File: src/rtl/color_tracker_if.sv
// Video-in / centroid-out bundle for color_tracker; master drives camera video and config.
interface color_tracker_if #(
  parameter int NUM_CH = 2
);
  logic [23:0]         video_in;
  logic                h_sync;
  logic                v_sync;
  logic                active_area;
  logic                freeze;
  logic                overlay_en;
  logic [2*NUM_CH-1:0] cfg_primary;
  logic [8*NUM_CH-1:0] cfg_margin;
  logic [23:0]         video_out;
  logic [10*NUM_CH-1:0] centroid_x;
  logic [9*NUM_CH-1:0]  centroid_y;
  logic [NUM_CH-1:0]   centroid_valid;
  logic                frame_done;
  logic                frame_overrun;

  modport master (
    output video_in, h_sync, v_sync, active_area, freeze, overlay_en, cfg_primary, cfg_margin,
    input  video_out, centroid_x, centroid_y, centroid_valid, frame_done, frame_overrun
  );

  modport slave (
    input  video_in, h_sync, v_sync, active_area, freeze, overlay_en, cfg_primary, cfg_margin,
    output video_out, centroid_x, centroid_y, centroid_valid, frame_done, frame_overrun
  );
endinterface

File: src/rtl/color_tracker.sv
// Multi-channel colour blob tracker: per-channel centroid via shared serial divider, "+" overlay.
// video_out lags video_in by 1 clock; no backpressure, pixel stream is never stalled.
module color_tracker #(
  parameter int          H_RES      = 640,
  parameter int          V_RES      = 480,
  parameter int          NUM_CH     = 2,
  parameter int          SUM_W      = 28,
  parameter int          CNT_W      = 19,
  parameter int          MIN_PIXELS = 64,
  parameter int          MARK_LEN   = 8,
  parameter logic [23:0] MARK_COLOR = 24'h7F7F7F
) (
  input logic            ball_clock,
  input logic            reset,
  color_tracker_if.slave bus
);
  localparam int XW  = 10;
  localparam int YW  = 9;
  localparam int CHW = (NUM_CH > 1) ? $clog2(NUM_CH) : 1;
  localparam int IW  = CHW + 1;
  localparam int BW  = $clog2(SUM_W + 1);

  typedef enum logic [1:0] {S_IDLE, S_DIV, S_UPDATE} state_t;
  state_t state_q, state_d;

  logic hs_q, vs_q;
  logic active_line, frame_end, line_end;
  assign active_line = bus.h_sync & bus.v_sync;
  assign frame_end   = vs_q & ~bus.v_sync;
  assign line_end    = hs_q & ~bus.h_sync;

  logic [XW-1:0] x_q, x_d;
  logic [YW-1:0] y_q, y_d;

  always_comb begin
    x_d = x_q;
    if (!bus.h_sync)                                x_d = '0;
    else if (bus.v_sync && x_q != XW'(H_RES - 1))   x_d = x_q + XW'(1);
    y_d = y_q;
    if (!bus.v_sync)                                y_d = '0;
    else if (line_end && y_q != YW'(V_RES - 1))     y_d = y_q + YW'(1);
  end

  // 9-bit compare keeps component + margin from wrapping.
  function automatic logic dominant(input logic [1:0] prim, input logic [7:0] r, g, b, margin);
    logic [8:0] m;
    m = {1'b0, margin};
    case (prim)
      2'd0:    return ({1'b0, r} > {1'b0, g} + m) && ({1'b0, r} > {1'b0, b} + m);
      2'd1:    return ({1'b0, g} > {1'b0, r} + m) && ({1'b0, g} > {1'b0, b} + m);
      2'd2:    return ({1'b0, b} > {1'b0, r} + m) && ({1'b0, b} > {1'b0, g} + m);
      default: return 1'b0;
    endcase
  endfunction

  function automatic logic [SUM_W-1:0] sat_add(input logic [SUM_W-1:0] a, input logic [SUM_W-1:0] b);
    logic [SUM_W:0] s;
    s = {1'b0, a} + {1'b0, b};
    return s[SUM_W] ? '1 : s[SUM_W-1:0];
  endfunction

  logic [NUM_CH-1:0] match;
  logic [SUM_W-1:0]  sx_q[NUM_CH], sx_d[NUM_CH], sy_q[NUM_CH], sy_d[NUM_CH];
  logic [CNT_W-1:0]  cnt_q[NUM_CH], cnt_d[NUM_CH];
  logic [SUM_W-1:0]  hsx_q[NUM_CH], hsy_q[NUM_CH];
  logic [CNT_W-1:0]  hcnt_q[NUM_CH];

  always_comb begin
    for (int k = 0; k < NUM_CH; k++) begin
      match[k] = dominant(bus.cfg_primary[2*k +: 2], bus.video_in[23:16], bus.video_in[15:8],
                          bus.video_in[7:0], bus.cfg_margin[8*k +: 8]);
      sx_d[k]  = sx_q[k];
      sy_d[k]  = sy_q[k];
      cnt_d[k] = cnt_q[k];
      if (frame_end) begin
        sx_d[k]  = '0;
        sy_d[k]  = '0;
        cnt_d[k] = '0;
      end else if (active_line && bus.active_area && match[k]) begin
        sx_d[k]  = sat_add(sx_q[k], SUM_W'(x_q));
        sy_d[k]  = sat_add(sy_q[k], SUM_W'(y_q));
        cnt_d[k] = (cnt_q[k] == '1) ? cnt_q[k] : cnt_q[k] + CNT_W'(1);
      end
    end
  end

  // Restoring divider: bit_q==0 loads the dividend, steps 1..SUM_W each retire one quotient bit.
  logic [IW-1:0]    idx_q;
  logic [BW-1:0]    bit_q;
  logic [SUM_W-1:0] dvd_q, quot, div_num;
  logic [CNT_W-1:0] rem_q, rem_next, div_cnt;
  logic [CNT_W:0]   shifted;
  logic [CHW-1:0]   cur_ch;
  logic             ge, cnt_zero, op_done, last_op;

  assign cur_ch   = idx_q[IW-1:1];
  assign div_cnt  = hcnt_q[cur_ch];
  assign div_num  = idx_q[0] ? hsy_q[cur_ch] : hsx_q[cur_ch];
  assign shifted  = {rem_q, dvd_q[SUM_W-1]};
  assign ge       = shifted >= {1'b0, div_cnt};
  assign rem_next = ge ? CNT_W'(shifted - {1'b0, div_cnt}) : shifted[CNT_W-1:0];
  assign quot     = {dvd_q[SUM_W-2:0], ge};
  assign cnt_zero = (div_cnt == '0);
  assign op_done  = (bit_q == BW'(SUM_W)) || (bit_q == '0 && cnt_zero);
  assign last_op  = (idx_q == IW'(2*NUM_CH - 1));

  logic snap_en, overrun, upd_en;

  always_ff @(posedge ball_clock) begin
    if (reset) state_q <= S_IDLE;
    else       state_q <= state_d;
  end

  always_comb begin
    state_d = state_q;
    snap_en = 1'b0;
    overrun = 1'b0;
    upd_en  = 1'b0;
    case (state_q)
      S_IDLE: begin
        if (frame_end) begin
          snap_en = 1'b1;
          state_d = S_DIV;
        end
      end
      S_DIV: begin
        overrun = frame_end;
        if (op_done && last_op) state_d = S_UPDATE;
      end
      S_UPDATE: begin
        overrun = frame_end;
        upd_en  = 1'b1;
        state_d = S_IDLE;
      end
      default: state_d = S_IDLE;
    endcase
  end

  logic [XW-1:0]        qx_q[NUM_CH];
  logic [YW-1:0]        qy_q[NUM_CH];
  logic [XW*NUM_CH-1:0] cx_q;
  logic [YW*NUM_CH-1:0] cy_q;
  logic [NUM_CH-1:0]    valid_q, hit;
  logic                 frame_done_q, frame_overrun_q, mark;
  logic [23:0]          video_q;

  // Absolute distances avoid wrap-around markers at the image edges.
  function automatic logic on_marker(input logic [XW-1:0] x, input logic [XW-1:0] cx,
                                     input logic [YW-1:0] y, input logic [YW-1:0] cy);
    logic [XW-1:0] dx;
    logic [YW-1:0] dy;
    dx = (x >= cx) ? x - cx : cx - x;
    dy = (y >= cy) ? y - cy : cy - y;
    return ((x == cx) && (dy <= YW'(MARK_LEN))) || ((y == cy) && (dx <= XW'(MARK_LEN)));
  endfunction

  always_comb begin
    for (int k = 0; k < NUM_CH; k++)
      hit[k] = valid_q[k] && on_marker(x_q, cx_q[XW*k +: XW], y_q, cy_q[YW*k +: YW]);
    mark = bus.overlay_en & active_line & (|hit);
  end

  always_ff @(posedge ball_clock) begin
    if (reset) begin
      hs_q <= 1'b0;  vs_q <= 1'b0;
      x_q  <= '0;    y_q  <= '0;
      idx_q <= '0;   bit_q <= '0;
      dvd_q <= '0;   rem_q <= '0;
      cx_q <= '0;    cy_q <= '0;   valid_q <= '0;
      frame_done_q <= 1'b0;  frame_overrun_q <= 1'b0;
      video_q <= '0;
      for (int k = 0; k < NUM_CH; k++) begin
        sx_q[k] <= '0;  sy_q[k] <= '0;  cnt_q[k] <= '0;
        hsx_q[k] <= '0; hsy_q[k] <= '0; hcnt_q[k] <= '0;
        qx_q[k] <= '0;  qy_q[k] <= '0;
      end
    end else begin
      hs_q <= bus.h_sync;
      vs_q <= bus.v_sync;
      x_q  <= x_d;
      y_q  <= y_d;
      for (int k = 0; k < NUM_CH; k++) begin
        sx_q[k]  <= sx_d[k];
        sy_q[k]  <= sy_d[k];
        cnt_q[k] <= cnt_d[k];
      end
      if (snap_en) begin
        for (int k = 0; k < NUM_CH; k++) begin
          hsx_q[k]  <= sx_q[k];
          hsy_q[k]  <= sy_q[k];
          hcnt_q[k] <= cnt_q[k];
        end
        idx_q <= '0;
        bit_q <= '0;
      end else if (state_q == S_DIV) begin
        if (bit_q == '0) begin
          dvd_q <= div_num;
          rem_q <= '0;
        end else begin
          dvd_q <= quot;
          rem_q <= rem_next;
        end
        if (op_done) begin
          if (idx_q[0]) qy_q[cur_ch] <= cnt_zero ? '0 : quot[YW-1:0];
          else          qx_q[cur_ch] <= cnt_zero ? '0 : quot[XW-1:0];
          idx_q <= idx_q + IW'(1);
          bit_q <= '0;
        end else begin
          bit_q <= bit_q + BW'(1);
        end
      end
      if (upd_en && !bus.freeze) begin
        for (int k = 0; k < NUM_CH; k++) begin
          if (hcnt_q[k] >= CNT_W'(MIN_PIXELS)) begin
            cx_q[XW*k +: XW] <= qx_q[k];
            cy_q[YW*k +: YW] <= qy_q[k];
            valid_q[k]       <= 1'b1;
          end else begin
            valid_q[k] <= 1'b0;
          end
        end
      end
      frame_done_q    <= upd_en;
      frame_overrun_q <= overrun;
      video_q         <= mark ? MARK_COLOR : bus.video_in;
    end
  end

  assign bus.video_out      = video_q;
  assign bus.centroid_x     = cx_q;
  assign bus.centroid_y     = cy_q;
  assign bus.centroid_valid = valid_q;
  assign bus.frame_done     = frame_done_q;
  assign bus.frame_overrun  = frame_overrun_q;
endmodule

File: src/flat_wrapper.sv
// flat-port wrapper written by rule: the top's interface ports become plain ports
module color_tracker_flat 
#(
  parameter int          H_RES      = 640,
  parameter int          V_RES      = 480,
  parameter int          NUM_CH     = 2,
  parameter int          SUM_W      = 28,
  parameter int          CNT_W      = 19,
  parameter int          MIN_PIXELS = 64,
  parameter int          MARK_LEN   = 8,
  parameter logic [23:0] MARK_COLOR = 24'h7F7F7F
)
  (ball_clock, reset, bus_video_in, bus_h_sync, bus_v_sync, bus_active_area, bus_freeze, bus_overlay_en, bus_cfg_primary, bus_cfg_margin, bus_video_out, bus_centroid_x, bus_centroid_y, bus_centroid_valid, bus_frame_done, bus_frame_overrun);
  color_tracker_if #(.NUM_CH(NUM_CH)) bus_i ();
  input logic ball_clock;
  input logic reset;
  input wire logic [$bits(bus_i.video_in)-1:0] bus_video_in;
  input wire logic [$bits(bus_i.h_sync)-1:0] bus_h_sync;
  input wire logic [$bits(bus_i.v_sync)-1:0] bus_v_sync;
  input wire logic [$bits(bus_i.active_area)-1:0] bus_active_area;
  input wire logic [$bits(bus_i.freeze)-1:0] bus_freeze;
  input wire logic [$bits(bus_i.overlay_en)-1:0] bus_overlay_en;
  input wire logic [$bits(bus_i.cfg_primary)-1:0] bus_cfg_primary;
  input wire logic [$bits(bus_i.cfg_margin)-1:0] bus_cfg_margin;
  output wire logic [$bits(bus_i.video_out)-1:0] bus_video_out;
  output wire logic [$bits(bus_i.centroid_x)-1:0] bus_centroid_x;
  output wire logic [$bits(bus_i.centroid_y)-1:0] bus_centroid_y;
  output wire logic [$bits(bus_i.centroid_valid)-1:0] bus_centroid_valid;
  output wire logic [$bits(bus_i.frame_done)-1:0] bus_frame_done;
  output wire logic [$bits(bus_i.frame_overrun)-1:0] bus_frame_overrun;
  assign bus_i.video_in = bus_video_in;
  assign bus_i.h_sync = bus_h_sync;
  assign bus_i.v_sync = bus_v_sync;
  assign bus_i.active_area = bus_active_area;
  assign bus_i.freeze = bus_freeze;
  assign bus_i.overlay_en = bus_overlay_en;
  assign bus_i.cfg_primary = bus_cfg_primary;
  assign bus_i.cfg_margin = bus_cfg_margin;
  assign bus_video_out = bus_i.video_out;
  assign bus_centroid_x = bus_i.centroid_x;
  assign bus_centroid_y = bus_i.centroid_y;
  assign bus_centroid_valid = bus_i.centroid_valid;
  assign bus_frame_done = bus_i.frame_done;
  assign bus_frame_overrun = bus_i.frame_overrun;
  color_tracker #(.H_RES(H_RES), .V_RES(V_RES), .NUM_CH(NUM_CH), .SUM_W(SUM_W), .CNT_W(CNT_W), .MIN_PIXELS(MIN_PIXELS), .MARK_LEN(MARK_LEN), .MARK_COLOR(MARK_COLOR)) u_core (.ball_clock(ball_clock), .reset(reset), .bus(bus_i));
endmodule
File: config.mk
export PLATFORM = sky130hd
export DESIGN_NAME = color_tracker_flat
export DESIGN_NICKNAME = d
export VERILOG_FILES = /design/src/rtl/color_tracker_if.sv /design/src/rtl/color_tracker.sv /design/src/flat_wrapper.sv
export SDC_FILE = /design/constraint.sdc
export NUM_CORES = 1
export LEC_CHECK = 0
export CAP_MARGIN = 20
export CORE_ASPECT_RATIO = 1.1
export CORE_MARGIN = 3
export CORE_UTILIZATION = 55
export DETAILED_ROUTE_END_ITERATION = 16
export PLACE_DENSITY = 0.73
export SYNTH_ARGS = -nofsm -noshare
export SYNTH_HDL_FRONTEND = slang
export SYNTH_SLANG_ARGS = --single-unit
export TNS_END_PERCENT = 10
File: constraint.sdc
create_clock -name ball_clock -period 7.7 [get_ports ball_clock]
set_input_delay 0.77 -clock ball_clock [delete_from_list [all_inputs] [get_ports ball_clock]]
set_output_delay 0.77 -clock ball_clock [all_outputs]
set_load 0.03 [all_outputs]
**Sequential cells colored by netlist name**

The bar under the picture is 50 um long. Other sequential cells in the stronger gray, the rest of the logic in the fainter gray.
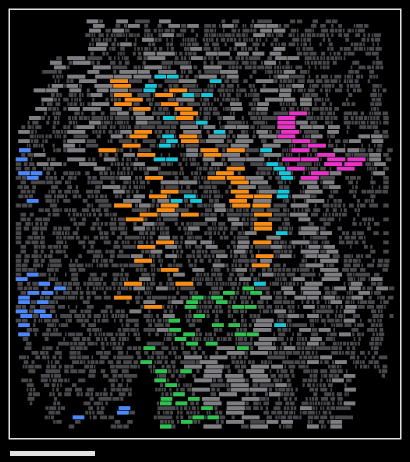
color	netlist name	sequential cells
cyan	u_core.dvd_q	28
green	u_core.cnt_q	38
magenta	u_core.qx_q	20
blue	u_core.bus.video_out	24
orange	u_core.hsy_q	56
not colored	316

**Signal wires by layer**

Only two layers are drawn.
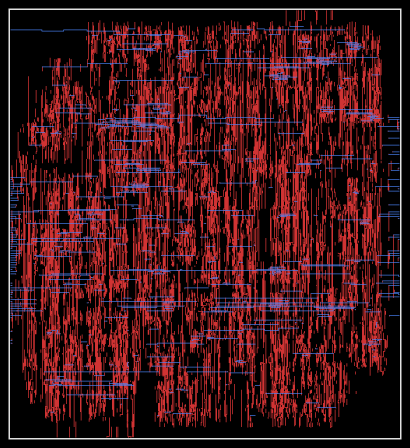
color	layer	wire length
red	metal 2	41.5 mm
blue	metal 3	5,160 um

**Cell density map**

The bar under the picture is 50 um long. The die is cut into 23 by 25 equal tiles; dark purple is low, yellow is high, 0 to 100% covered.
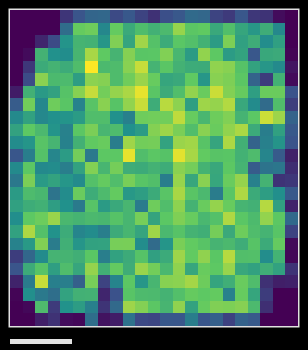
nearly empty tiles	5.0%
fullest tile	100%
tiles over 75% full	25%
mean over tiles	57%

==> metrics.csv <==
stage,metric,value,unit
global_route,GRT Residual Overflow,0,
synth,Area leader share,0.1932,
synth,most numerous cell in the Yosys netlist,dfxtp_1,
pwr,Comb power frac,0.137,
layout,ANT cells,1,
synth,Yosys top cell by area,dfxtp_1,
global_route,GRT Total Usage,0.2876,
route,routed wl met2,41.52,mm
hold_path,Worst Hold End,u_core.sx_q[0][50],
pwr,clock share of power,0.411,
outcome,outcome,finished clean,
synth,synthesized flop and latch total,482,
critical_path,CP max stage cell,o21ai_4,
global_route,vias in the first global route,24660,
layout,layout cells sized above 1,0.06446,
route,drt total wl,85.78,mm
layout,logic area,17830,um^2
critical_path,Worst Path Buf+Inv,3,
pwr,Flop pwr share,0.452,
place,HPWL after detailed placement,63.50,mm
pwr,Switch Pwr,0.001568,W
layout,Seq area share,0.3392,
clock_tree,maximum level of the CTS H-tree,2,
final_timing,max-slew violations,0,
pwr,worst vdd ir,0.1566,mV
## how the worst max path moves through the flow
stage,slack [ns],to
floorplan,1.84,u_core.qx_q[0][0]
global placement,1.74,u_core.sx_q[0][1]
detailed placement,1.66,u_core.sx_q[0][1]
CTS,2.27,u_core.cnt_q[0][4]
global route,1.85,u_core.sx_q[0][1]
finish,2.22,u_core.cnt_q[0][4]
## cell families (layout without fill, tap and decap cells)
logic type               after synthesis  in the layout  synth area share
XOR/XNOR                             117            117           0.03680
buffers and inverters                296            400           0.03844
multiplexers                         155            155           0.06258
AND/OR/NAND/NOR                     1137           1137            0.1944
other                                  0              1                 0
flip-flops                           482            482            0.3785
AND-OR/OR-AND                        751            751            0.1730
adder cells (fa/ha/maj)              278            278            0.1163
Power figures rest on the tool's default switching activity, not on a simulated workload.
